File: src/rtl/gf_div_seq.sv
// Sequential GF(2^8) divider: q = a * b^254 by square-and-multiply, one step per cycle.
// Optional zero-divisor flag output enabled by defining GF_DIV_ZERO_FLAG_EN.
module gf_div_seq #(
    parameter logic [8:0] FIELD_POLY = 9'h11B
) (
    input  logic       in_clock,
    input  logic       in_reset_n,
    input  logic       in_valid,
    output logic       out_ready,
    input  logic [7:0] in_a,
    input  logic [7:0] in_b,
    output logic       out_valid,
    input  logic       in_ready,
    output logic [7:0] out_q
`ifdef GF_DIV_ZERO_FLAG_EN
    ,
    output logic       out_div_zero
`endif
);

    localparam int unsigned W         = 8;
    localparam int unsigned CNT_W     = 3;
    localparam int unsigned LAST_STEP = 6;

    typedef enum logic [1:0] {
        S_IDLE = 2'd0,
        S_BUSY = 2'd1,
        S_DONE = 2'd2
    } state_t;

    state_t           r_state;
    state_t           w_state_nxt;
    logic [CNT_W-1:0] r_cnt;
    logic [CNT_W-1:0] w_cnt_nxt;
    logic [W-1:0]     r_a;
    logic [W-1:0]     w_a_nxt;
    logic [W-1:0]     r_b;
    logic [W-1:0]     w_b_nxt;
    logic [W-1:0]     r_r;
    logic [W-1:0]     w_r_nxt;
    logic             r_valid;
    logic             w_valid_nxt;
    logic             r_ready;
    logic             w_ready_nxt;
    logic [W-1:0]     w_m;
    logic [W-1:0]     w_sq;
    logic [W-1:0]     w_step;
`ifdef GF_DIV_ZERO_FLAG_EN
    logic             r_dz;
    logic             w_dz_nxt;
`endif

    // Shift-and-add multiply in GF(2^8), reducing by FIELD_POLY on every shift.
    function automatic logic [W-1:0] gf_mul(input logic [W-1:0] x, input logic [W-1:0] y);
        logic [W-1:0] acc;
        logic [W-1:0] sh;
        acc = '0;
        sh  = x;
        for (int i = 0; i < int'(W); i++) begin
            if (y[i]) begin
                acc = acc ^ sh;
            end
            if (sh[W-1]) begin
                sh = {sh[W-2:0], 1'b0} ^ FIELD_POLY[W-1:0];
            end else begin
                sh = {sh[W-2:0], 1'b0};
            end
        end
        return acc;
    endfunction

    // Steps 0..5 build b^127 (exponent chain 1,3,7,...), the last step squares and folds in a.
    assign w_m    = (r_cnt == CNT_W'(LAST_STEP)) ? r_a : r_b;
    assign w_sq   = gf_mul(r_r, r_r);
    assign w_step = gf_mul(w_sq, w_m);

    always_comb begin
        w_state_nxt = r_state;
        w_cnt_nxt   = r_cnt;
        w_a_nxt     = r_a;
        w_b_nxt     = r_b;
        w_r_nxt     = r_r;
        w_valid_nxt = 1'b0;
`ifdef GF_DIV_ZERO_FLAG_EN
        w_dz_nxt    = r_dz;
`endif
        case (r_state)
            S_IDLE: begin
                if (in_valid && r_ready) begin
                    w_a_nxt     = in_a;
                    w_b_nxt     = in_b;
                    w_r_nxt     = in_b;
                    w_cnt_nxt   = '0;
                    w_state_nxt = S_BUSY;
`ifdef GF_DIV_ZERO_FLAG_EN
                    w_dz_nxt    = (in_b == '0);
`endif
                end
            end
            S_BUSY: begin
                w_r_nxt   = w_step;
                w_cnt_nxt = r_cnt + CNT_W'(1);
                if (r_cnt == CNT_W'(LAST_STEP)) begin
                    w_state_nxt = S_DONE;
                    w_valid_nxt = 1'b1;
                end
            end
            S_DONE: begin
                w_valid_nxt = 1'b1;
                if (in_ready) begin
                    w_state_nxt = S_IDLE;
                    w_valid_nxt = 1'b0;
`ifdef GF_DIV_ZERO_FLAG_EN
                    w_dz_nxt    = 1'b0;
`endif
                end
            end
            default: begin
                w_state_nxt = S_IDLE;
            end
        endcase
        w_ready_nxt = (w_state_nxt == S_IDLE);
    end

    always_ff @(posedge in_clock or negedge in_reset_n) begin
        if (!in_reset_n) begin
            r_state <= S_IDLE;
            r_cnt   <= '0;
            r_a     <= '0;
            r_b     <= '0;
            r_r     <= '0;
            r_valid <= 1'b0;
            r_ready <= 1'b0;
`ifdef GF_DIV_ZERO_FLAG_EN
            r_dz    <= 1'b0;
`endif
        end else begin
            r_state <= w_state_nxt;
            r_cnt   <= w_cnt_nxt;
            r_a     <= w_a_nxt;
            r_b     <= w_b_nxt;
            r_r     <= w_r_nxt;
            r_valid <= w_valid_nxt;
            r_ready <= w_ready_nxt;
`ifdef GF_DIV_ZERO_FLAG_EN
            r_dz    <= w_dz_nxt;
`endif
        end
    end

    assign out_ready = r_ready;
    assign out_valid = r_valid;
    assign out_q     = r_r;
`ifdef GF_DIV_ZERO_FLAG_EN
    assign out_div_zero = r_dz;
`endif

endmodule
File: config.mk
export PLATFORM = sky130hd
export DESIGN_NAME = gf_div_seq
export DESIGN_NICKNAME = d
export VERILOG_FILES = /design/src/rtl/gf_div_seq.sv
export SDC_FILE = /design/constraint.sdc
export NUM_CORES = 1
export LEC_CHECK = 0
export CAP_MARGIN = 20
export CORE_MARGIN = 5
export CORE_UTILIZATION = 45
export DETAILED_ROUTE_END_ITERATION = 8
export PLACE_DENSITY = 0.63
export RECOVER_POWER = 50
export SLEW_MARGIN = 20
export SYNTH_ARGS = -nofsm -noshare
export SYNTH_HDL_FRONTEND = slang
export SYNTH_SLANG_ARGS = --single-unit
File: constraint.sdc
create_clock -name in_clock -period 7.29 [get_ports in_clock]
set_input_delay 2.187 -clock in_clock [delete_from_list [all_inputs] [get_ports in_clock]]
set_output_delay 2.187 -clock in_clock [all_outputs]
set_load 0.03 [all_outputs]
==> run_1/layer_met1.png <==
Supply wires on this layer in grey.
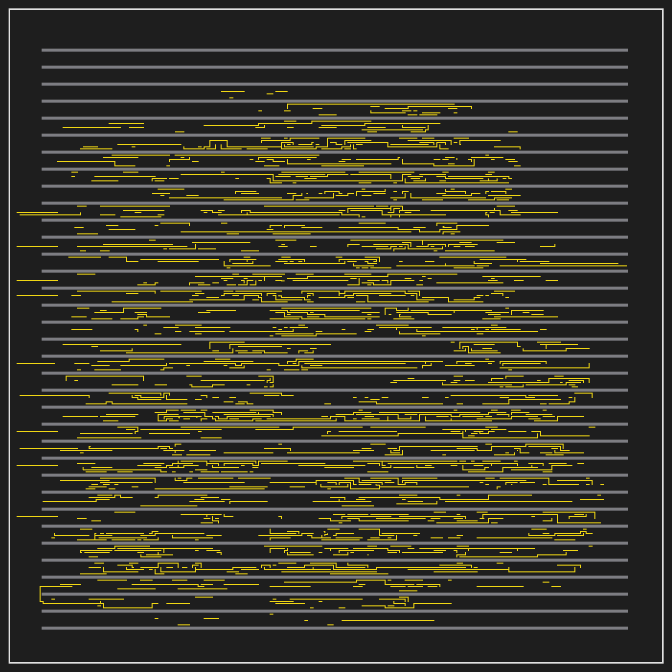
longest straight run: 36.8 um
share of all routed wire: 48%
nets with wire on the layer: 434
wire length on this layer: 4,520 um
main direction: horizontal

==> run_1/cell_density.png <==
10 x 10 tiles, from white (low) to dark blue (high), 0 to 100% covered.
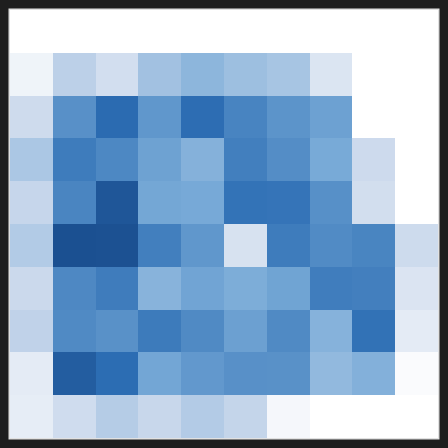
fullest tile: 87%
emptiest ninth of the die: top right
tiles over 75% full: 7.0%
nearly empty tiles: 19%
Core ar.: 8680 sq um
Core Util, Final: 50.8%
FP Util: 46.2%

==> impl_metrics.py, run 1 <==
# Physical implementation metrics
metrics = {
    "clock_tree": {
        "htreeDepth": 2,
        "insertion_delay_ps": 280,
        "post-cts-setup-buffers": 0,
        "cts_buffers": 5,
        "ctsHoldBuffers": 0,
    },
    "flow_run": {
        "warnings": 30,
        "cap_violations": 1,
    },
    "placed_design": {
        "place_area_sq_um": 4290,
        "gp_congestion": 0.863,
        "dpl.cell_count": 553,
        "hpwl_mm": 6.91,
        "port_buffers": 29,
    },
    "final_layout": {
        "regArea_sq_um": 776,
        "antenna_cells": 0,
        "nNetsFinal": 479,
        "area_share_nonclk_buffers_pct": 7.69,
        "final-clk-cell-share_pct": 2.67,
        "mostFrequentLayoutCell": "xnor2_1",
        "final_cell_area_sq_um": 4410,
        "logic_gates": 368,
        "sh_comb_area_pct": 68.1,
        "mostFrequentLayoutCells": "xnor2_1, nand2_1, nor2_1",
        "drive_gt1_share_pct": 12.4,
        "sh_seq_area_pct": 17.6,
        "nClkBuffers": 6,
        "ff_count": 31,
    },
    "yosys": {
        "syn_inst": 438,
        "avgSynthCellArea_sq_um": 9.14,
        "yosysTopAreaCellShare_pct": 19.4,
        "yosys.area_share.aoi_pct": 13.5,
        "synth_cell_types": 57,
        "ys_sh_adder_pct": 2.19,
        "ys_top_logic_family": "XOR/XNOR gates",
        "syn-cell-area_sq_um": 4010,
        "ys_area_sq_um": 4010,
        "synthFlopType": "dfrtp_1",
        "floorplan.nets": 465,
        "top_area_cell": "dfrtp_1",
    },
    "final_timing": {
        "fin_ws_ps": 2880,
        "slew_headroom_pct": -9.36,
        "clock_skew_ps": 8.86,
        "timing_hold_violations_final": 0,
        "finalCritPeriodShare_pct": 60.5,
        "tns_ps": 0,
        "setup_viol": 0,
        "rsz0062_at_grt": "false",
        "slew_viol_final": 32,
    },
    "detailed_routing": {
        "wl_met1_mm": 4.52,
        "postRouteAntennaNets": 0,
        "dr.pass1.iters": 4,
        "drt-initial-drc-count": 191,
        "viasPerCell": 5.56,
        "wl_met2_mm": 4.34,
        "dr_wl_met3_um": 458,
        "dr.max_layer_used": "met4",
    },
    "die": {
        "ios": 30,
        "die_w_um": 104,
        "tapCellCount": 108,
    },
    "worst_hold_path": {
        "holdCritStartpoint": "r_a[2]$_DFFE_PN0P_",
        "hold_depth": 1,
        "whs_endpoint": "r_a[2]$_DFFE_PN0P_",
    },
    "worst_setup_path": {
        "rr_worst_depth": 12,
        "worstPathArrival_ps": 4630,
        "slowest_delay_ps": 590,
        "cp.required_ps": 7510,
        "cp-start-kind": "input pin",
        "path_class": "in -> reg",
        "r2r-start": "out_q[0]$_DFFE_PN0P_",
        "reg2reg_to": "out_q[3]$_DFFE_PN0P_",
        "regToRegSetupSlack_ps": 2880,
        "crit_top_cell": "nand2_1",
        "cp_cell_sequence": "dlygate4sd3_1 > nand3_1 > o21ai_0 > nand2_1 > nor3_1 > mux2i_1 > nand2_1",
        "cp_max_fo": 19,
        "crit_buf_inv": 1,
        "cp.depth": 7,
    },
    "outcome": {
        "status": "finished, violations left",
        "violations": "capacitance limit, slew limit",
    },
    "grt": {
        "grt_max_degree": 32,
        "grt_pass1_wl_mm": 15.6,
        "antenna_found_initial": 0,
        "grt_use_met1_pct": 24.4,
        "use_met2_pct": 27.9,
        "grt_pass1_vias": 3081,
    },
}
==> run_1/io_fan.png <==
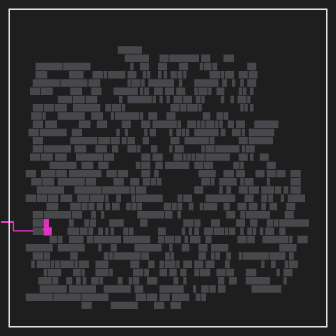
legend:
  `in_valid`:
    colour: magenta
    bits: 1
    direction: input
    edge: left
    end_cells: 2
    buffers: 1
    wire: 14.5 um

## Run 2: what changed since run 1
==> constraint.sdc (replaced) <==
create_clock -name in_clock -period 4.4 [get_ports in_clock]
set_input_delay 1.32 -clock in_clock [delete_from_list [all_inputs] [get_ports in_clock]]
set_output_delay 1.32 -clock in_clock [all_outputs]
set_load 0.03 [all_outputs]
==> impl_metrics.py, run 2 <==
# Physical implementation metrics
metrics = {
    "outcome": {
        "violations": "capacitance limit, slew limit",
        "status": "finished, violations left",
    },
    "worst_setup_path": {
        "r2r-start": "out_q[2]$_DFFE_PN0P_",
        "worstPathArrival_ps": 4250,
        "cp_max_fo": 20,
        "rr_worst_depth": 11,
        "crit_buf_inv": 0,
    },
    "final_layout": {
        "drive_gt1_share_pct": 13.2,
        "final-clk-cell-share_pct": 2.31,
        "sh_comb_area_pct": 67.3,
        "ff_count": 31,
    },
    "clock_tree": {
        "insertion_delay_ps": 280,
        "cts_buffers": 5,
    },
    "final_timing": {
        "slew_headroom_pct": -9.79,
        "tns_ps": 0,
        "finalCritPeriodShare_pct": 93.1,
        "slew_viol_final": 32,
        "fin_ws_ps": 305,
    },
    "die": {
        "tapCellCount": 108,
        "die_w_um": 104,
    },
    "detailed_routing": {
        "wl_met2_mm": 4.40,
        "wl_met1_mm": 4.40,
        "dr.pass1.iters": 5,
    },
    "grt": {
        "grt_pass1_wl_mm": 15.5,
        "antenna_found_initial": 0,
    },
    "yosys": {
        "top_area_cell": "dfrtp_1",
        "floorplan.nets": 465,
        "syn-cell-area_sq_um": 4010,
        "syn_inst": 438,
        "ys_top_logic_family": "XOR/XNOR gates",
        "yosysTopAreaCellShare_pct": 19.4,
    },
    "worst_hold_path": {
        "whs_endpoint": "r_a[2]$_DFFE_PN0P_",
        "holdCritStartpoint": "r_a[2]$_DFFE_PN0P_",
    },
    "placed_design": {
        "place_area_sq_um": 4360,
        "hpwl_mm": 7.07,
    },
    "flow_run": {
        "cap_violations": 1,
    },
}
==> run_2/layer_met1.png <==
Supply wires on this layer in grey.
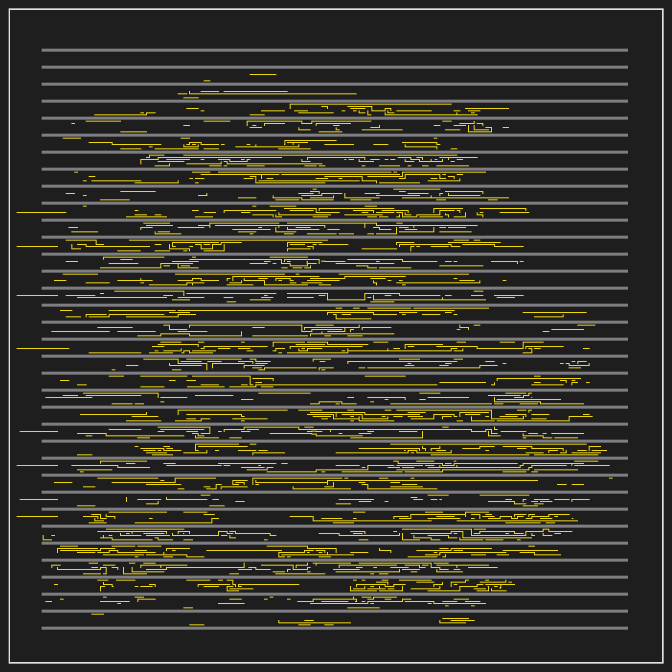
main direction: horizontal
longest straight run: 44.2 um
Via Count: 3,179
met1 GRT Util: 24.4%
final WL: 9.42 mm

==> run_2/placement_by_type.png <==
Bar = 20 um. Fill, decap, tap and diode cells in grey.
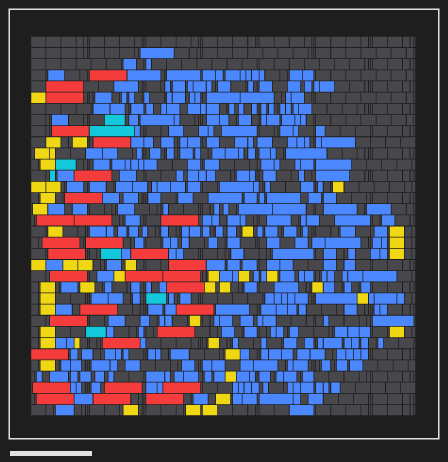
legend:
  clock drivers and dummy loads:
    colour: cyan
    cells: 7
    share_of_their_area: 2.4%
  flops:
    colour: red
    cells: 31
    share_of_their_area: 18%
  other buffers and delay cells:
    colour: yellow
    cells: 45
    share_of_their_area: 9.3%
  combinational and other logic:
    colour: blue
    cells: 378
    share_of_their_area: 70%

==> run_2/cell_density.png <==
10 x 10 tiles, from white (low) to dark blue (high), 0 to 100% covered.
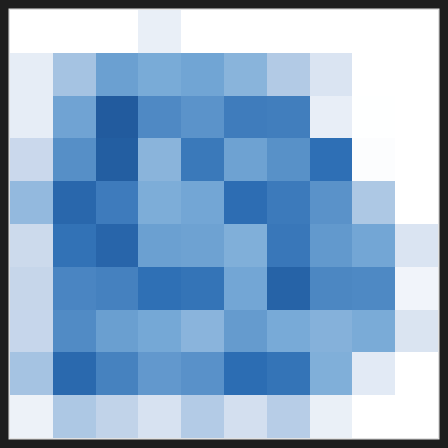
mean over tiles: 40%
tiles over 75% full: 8.0%
emptiest ninth of the die: top right
fullest tile: 83%
nearly empty tiles: 19%

